`src/rtl/muldiv_unit.sv`:
```
// muldiv_unit: multi-cycle multiply/divide unit producing HI/LO write traffic.
//   MULT/MULTU   pipelined multiply, result written MUL_LAT cycles after accept
//   DIV/DIVU     radix-2 restoring divider, result written 34 cycles after accept
//   MTHI/MTLO    direct write one cycle after accept, never stalls
// Ports:
//   clk, resetn          clock, synchronous active-low reset
//   op_valid, op         request and opcode (0..5 valid), sampled when !busy
//   src_a, src_b         operands, latched at accept
//   flush                cancels in-flight op, masks wen combinationally
//   busy                 MUL/DIV in flight
//   wen                  {write HI, write LO}, one-cycle pulse
//   hiwdata, lowdata     write data; unwritten side holds its last value
module muldiv_unit #(
  parameter int unsigned MUL_LAT = 2
) (
  input  logic        clk,
  input  logic        resetn,
  input  logic        op_valid,
  input  logic [2:0]  op,
  input  logic [31:0] src_a,
  input  logic [31:0] src_b,
  input  logic        flush,
  output logic        busy,
  output logic [1:0]  wen,
  output logic [31:0] hiwdata,
  output logic [31:0] lowdata
);

  typedef enum logic [1:0] {S_IDLE, S_MUL, S_DIV, S_WB} state_t;

  localparam logic [5:0] MUL_LAST = (MUL_LAT >= 2) ? 6'(MUL_LAT - 2) : 6'd0;

  state_t      r_state, w_state_nx;
  logic [5:0]  r_cnt;
  logic        r_mt, r_signed, r_neg_q, r_neg_r, r_dz;
  logic [31:0] r_a, r_b, r_rem, r_quo;
  logic [1:0]  r_wen;
  logic [31:0] r_hi, r_lo;

  logic        w_busy, w_accept, w_msgn, w_sa, w_sb, w_ge;
  logic [31:0] w_ma, w_mb, w_diff, w_q_fix, w_r_fix;
  logic [63:0] w_mx, w_my, w_prod;
  logic [32:0] w_shift;

  always_comb begin
    // The WB cycle of an MT op is not a stall, so back-to-back MTs are accepted.
    w_busy   = (r_state == S_MUL) || (r_state == S_DIV) || ((r_state == S_WB) && !r_mt);
    w_accept = op_valid && !w_busy && !flush && (op <= 3'd5);

    w_state_nx = r_state;
    case (r_state)
      S_IDLE, S_WB: begin
        w_state_nx = S_IDLE;
        if (w_accept) begin
          case (op)
            3'd0, 3'd1: w_state_nx = (MUL_LAT == 1) ? S_WB : S_MUL;
            3'd2, 3'd3: w_state_nx = S_DIV;
            default:    w_state_nx = S_WB;
          endcase
        end
      end
      S_MUL:   if (r_cnt == MUL_LAST) w_state_nx = S_WB;
      S_DIV:   if (r_cnt == 6'd32) w_state_nx = S_WB;
      default: w_state_nx = S_IDLE;
    endcase
    if (flush) w_state_nx = S_IDLE;
  end

  always_ff @(posedge clk) begin
    if (!resetn) r_state <= S_IDLE;
    else         r_state <= w_state_nx;
  end

  // Multiplier operands come straight from the ports on the accept cycle so
  // MUL_LAT=1 can write at the accept edge; otherwise from the latched copy.
  always_comb begin
    w_ma   = w_accept ? src_a : r_a;
    w_mb   = w_accept ? src_b : r_b;
    w_msgn = w_accept ? (op == 3'd0) : r_signed;
    w_mx   = {{32{w_msgn & w_ma[31]}}, w_ma};
    w_my   = {{32{w_msgn & w_mb[31]}}, w_mb};
    w_prod = w_mx * w_my;
  end

  always_comb begin
    w_sa    = (op == 3'd2) && src_a[31];
    w_sb    = (op == 3'd2) && src_b[31];
    w_shift = {r_rem, r_quo[31]};
    w_ge    = (w_shift >= {1'b0, r_b});
    w_diff  = w_shift[31:0] - r_b;
    w_q_fix = r_neg_q ? -r_quo : r_quo;
    w_r_fix = r_neg_r ? -r_rem : r_rem;
  end

  always_ff @(posedge clk) begin
    if (!resetn) begin
      r_cnt    <= '0;
      r_mt     <= 1'b0;
      r_signed <= 1'b0;
      r_neg_q  <= 1'b0;
      r_neg_r  <= 1'b0;
      r_dz     <= 1'b0;
      r_a      <= '0;
      r_b      <= '0;
      r_rem    <= '0;
      r_quo    <= '0;
      r_wen    <= '0;
      r_hi     <= '0;
      r_lo     <= '0;
    end else begin
      r_wen <= '0;
      r_cnt <= r_cnt + 6'd1;
      if (w_accept) begin
        r_cnt <= '0;
        r_mt  <= op[2];
        case (op)
          3'd0, 3'd1: begin
            r_a      <= src_a;
            r_b      <= src_b;
            r_signed <= (op == 3'd0);
            if (MUL_LAT == 1) begin
              r_wen <= 2'b11;
              r_hi  <= w_prod[63:32];
              r_lo  <= w_prod[31:0];
            end
          end
          3'd2, 3'd3: begin
            // Setup folded into accept: divide magnitudes, fix signs at the end.
            r_a     <= src_a;
            r_b     <= w_sb ? -src_b : src_b;
            r_quo   <= w_sa ? -src_a : src_a;
            r_rem   <= '0;
            r_neg_q <= w_sa ^ w_sb;
            r_neg_r <= w_sa;
            r_dz    <= (src_b == '0);
          end
          3'd4: begin
            r_wen <= 2'b10;
            r_hi  <= src_a;
          end
          3'd5: begin
            r_wen <= 2'b01;
            r_lo  <= src_a;
          end
          default: ;
        endcase
      end else if (!flush) begin
        case (r_state)
          S_MUL: begin
            if (r_cnt == MUL_LAST) begin
              r_wen <= 2'b11;
              r_hi  <= w_prod[63:32];
              r_lo  <= w_prod[31:0];
            end
          end
          S_DIV: begin
            if (r_cnt == 6'd32) begin
              r_wen <= 2'b11;
              r_hi  <= r_dz ? r_a : w_r_fix;
              r_lo  <= r_dz ? 32'hFFFF_FFFF : w_q_fix;
            end else begin
              r_rem <= w_ge ? w_diff : w_shift[31:0];
              r_quo <= {r_quo[30:0], w_ge};
            end
          end
          default: ;
        endcase
      end
    end
  end

  assign busy    = w_busy;
  assign wen     = flush ? 2'b00 : r_wen;
  assign hiwdata = r_hi;
  assign lowdata = r_lo;

endmodule

```
`config.mk`:
```
export PLATFORM = sky130hd
export DESIGN_NAME = muldiv_unit
export DESIGN_NICKNAME = d
export VERILOG_FILES = /design/src/rtl/muldiv_unit.sv
export SDC_FILE = /design/constraint.sdc
export NUM_CORES = 2
export LEC_CHECK = 0
export ABC_AREA = 1
export CORE_MARGIN = 1.5
export CORE_UTILIZATION = 35
export DETAILED_ROUTE_END_ITERATION = 10
export HOLD_SLACK_MARGIN = 0.06
export PLACE_DENSITY = 0.56
export SLEW_MARGIN = 20
export SYNTH_ARGS = -nofsm -noshare
export SYNTH_HDL_FRONTEND = slang
export SYNTH_SLANG_ARGS = --single-unit
export TNS_END_PERCENT = 100
```
`constraint.sdc`:
```
create_clock -name clk -period 11.3 [get_ports clk]
set_clock_uncertainty 0.2 [all_clocks]
set_input_delay 2.26 -clock clk [delete_from_list [all_inputs] [get_ports clk]]
set_output_delay 2.26 -clock clk [all_outputs]
set_load 0.01 [all_outputs]
```
Fig. 1: met1 routing
The bar under the picture is 100 µm long. Supply wires on this layer in gray.
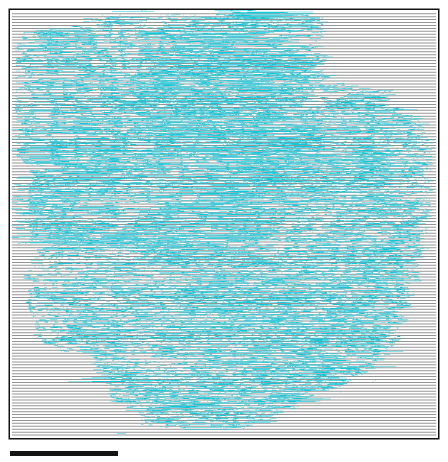
wire length on this layer	99.9 mm
longest straight run	91.1 µm
main direction	horizontal
nets with wire on the layer	8,659
met1 Use GR: 40.7%
final wirelength: 233,000 µm
routed vias: 50,700

Fig. 2: metal 2
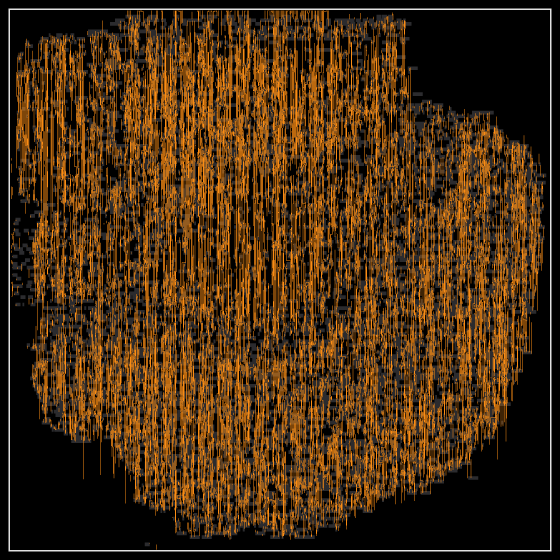
nets with wire on the layer	7,655
wire length on this layer	106 mm
main direction	vertical
share of all routed wire	45%
met2 usage: 48.1%

==> results.txt <==
run metrics: P_clk=roughly 860 µW, Ports=between 100 and 150, postcts setup bufs=0, switching share of total power=a little over half, most frequent cells after synthesis=nand2_1, inv_1, fa_1, # rows=144, crit path kind=primary input to flop, buffering overhead=10.3%, finished layout cell area=0.0633 mm², final setup vio count=0, cell area after placement=0.0624 mm², antenna cells=1, Multi-input comb cells=between 5,000 and 6,000, number of flops mapped to enable cells by yosys=0, Final Power=roughly 6.3 mW, Max Freq=between 90 and 100 MHz, post-layout util=slightly above 40%, Fill cells=approximately 16,000, dpl hpwl=about 200,000 µm, Final #Nets=between 9,000 and 10,000, Tapcell Cnt=approximately 2,000, vias per inst=about 5, CTS clock-pin slew for the worst setup and hold paths=around 60 ps, post-route insts no fill=roughly 9,900, Post-Synth XOR/XNOR Area=1.12%, Post-CTS Hold Fix Bufs=0, Slew Limit Headroom=37.0%, Initial Utilization=a little over a third, Tmin final=roughly 11,000 ps, largest net degree at the start of global routing=between 60 and 70, I/O Buffers=137, register area=0.00414 mm², power share of the combinational group=around three quarters, number of OpenROAD warnings=29, setup TNS=0 ps, Non-clk bufs=around 700, Mapped Cells=approximately 7,400, Worst EP required=roughly 12,000 ps, Worst Hold Class=flop to flop, global-route wire length before repair=~350,000 µm, Yosys warning total=0, CTS Root Cell=clkbuf_16, RSZ-0062 raised after global routing=no, GPL Wtd Cong=1.01, share of cells above drive strength 1=roughly 9.2%, Yosys chip area=0.0546 mm², # placed instances=just under 10,000, post-cts sizing count=0, count of cell types in the netlist=54, CP Launch Type=primary input, comb pwr=4.64 mW, multi-input gate share of the layout cell area=between 60% and 70%, initial antenna violation count=6, nonclk inv count=between 1,500 and 2,000, Synth Area per Inst=~7.4 µm², Crit path largest cell delay=670 ps, TritonCTS Buffers=26, hold_ws=266 ps, vias in the first global route=52,800, top cells, area=fa_1, nand2_1, inv_1, dfxtp_1, ha_1, arrival time worst endpoint=about 11,000 ps, die width=approximately 400 µm, Yosys top cell by instances=nand2_1, Simple-Gate Area Share=~22%, Internal Power=slightly below 3 mW, Max Cap Viol=0, CP Max Fanout=~45, clk latency late pin=a little over 600 ps, Clock Network Area Fraction=1.31%, Worst IR Drop VDD=approximately 0.00011 V, total gr overflow=0, post-synthesis cell area=~0.055 mm², leakage power=between 30 and 40 nW, DR iter-0 viols=4,563, total track usage=around 30%, highest-delay cell along the critical path=fa_1, sequential power share=13.2%, run status=completed, Mapped Nets=8,844, post-synth top area cell=fa_1, Largest area class, layout=logic gates, Psw=between 3 and 4 mW
Fig. 3: M3 wires
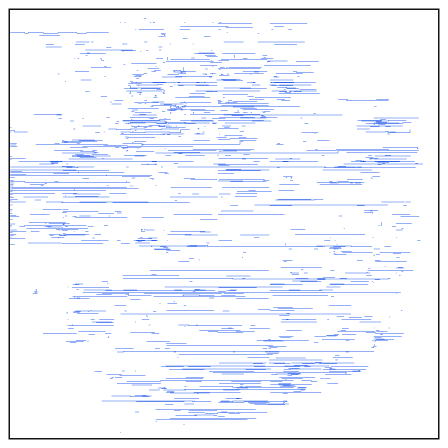
wire length on this layer	18,200 µm
main direction	horizontal
longest straight run	295 µm
met3 Use GR: 5.29%

Fig. 4: metal 4
Supply wires on this layer in gray.
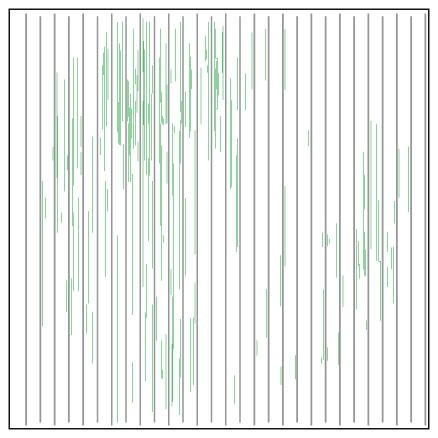
wire length on this layer	9,390 µm
main direction	vertical
longest straight run	178 µm

[placed cells by master, fill, tap and decap left out, types with 6 or more instances in the layout]
master,instances
fa_1,1126
xor2_1,49
xnor2_1,21
nor2_2,7
o21ai_2,27
o211ai_1,18
clkbuf_16,26
a31oi_1,14
nand3b_1,26
or2_2,8
buf_12,82
clkdlybuf4s50_1,137
nor3_1,50
o21bai_1,19
o22ai_1,40
nand2_1,1744
o2111ai_1,6
nor2_1,776
a21oi_1,332
dfxtp_1,207
a21boi_0,8
o221ai_1,10
clkbuf_1,6
inv_1,1648
buf_4,467
o31ai_1,7
a21oi_2,26
ha_1,253
inv_2,47
nand3_1,337
nand4_1,51
a211oi_1,7
o21ai_0,175
o21ai_1,11
[layer usage]
layer  wire length, µm  global-route usage (%)
met5                 0                       0
met4              9390                    9.79
met3             18200                    5.29
met2            106000                    48.1
met1             99900                    40.7
[path summary, 6_finish.rpt]
path / endpoint / slack (ps) / cells after the start / start
worst max-delay path: hiwdata[12] / 410 / 36 / flush
worst min-delay path: lowdata[28] / 270 / 2 / lowdata[28]
worst max register to register: hiwdata[12] / 1700 / 38 / r_state[0]
worst min register to register: lowdata[28] / 270 / 2 / lowdata[28]
[critical path: cells and delay by family]
family                     cells  cell delay, ps
adders and majority gates      9            4380
buffers and inverters         10            1650
AOI/OAI and AO/OA              3             810
and+or+nand+nor               14            1980
[cell families (layout without fill, tap and decap cells)]
logic type,after synthesis,after routing
XOR/XNOR,70,70
AND/OR/NAND/NOR,3027,3027
other,0,1
flip-flops,207,207
buffers and inverters,1983,2432
AND-OR/OR-AND,728,728
adder cells (fa/ha/maj),1379,1379
Power figures rest on the tool's default switching activity, not on a simulated workload.
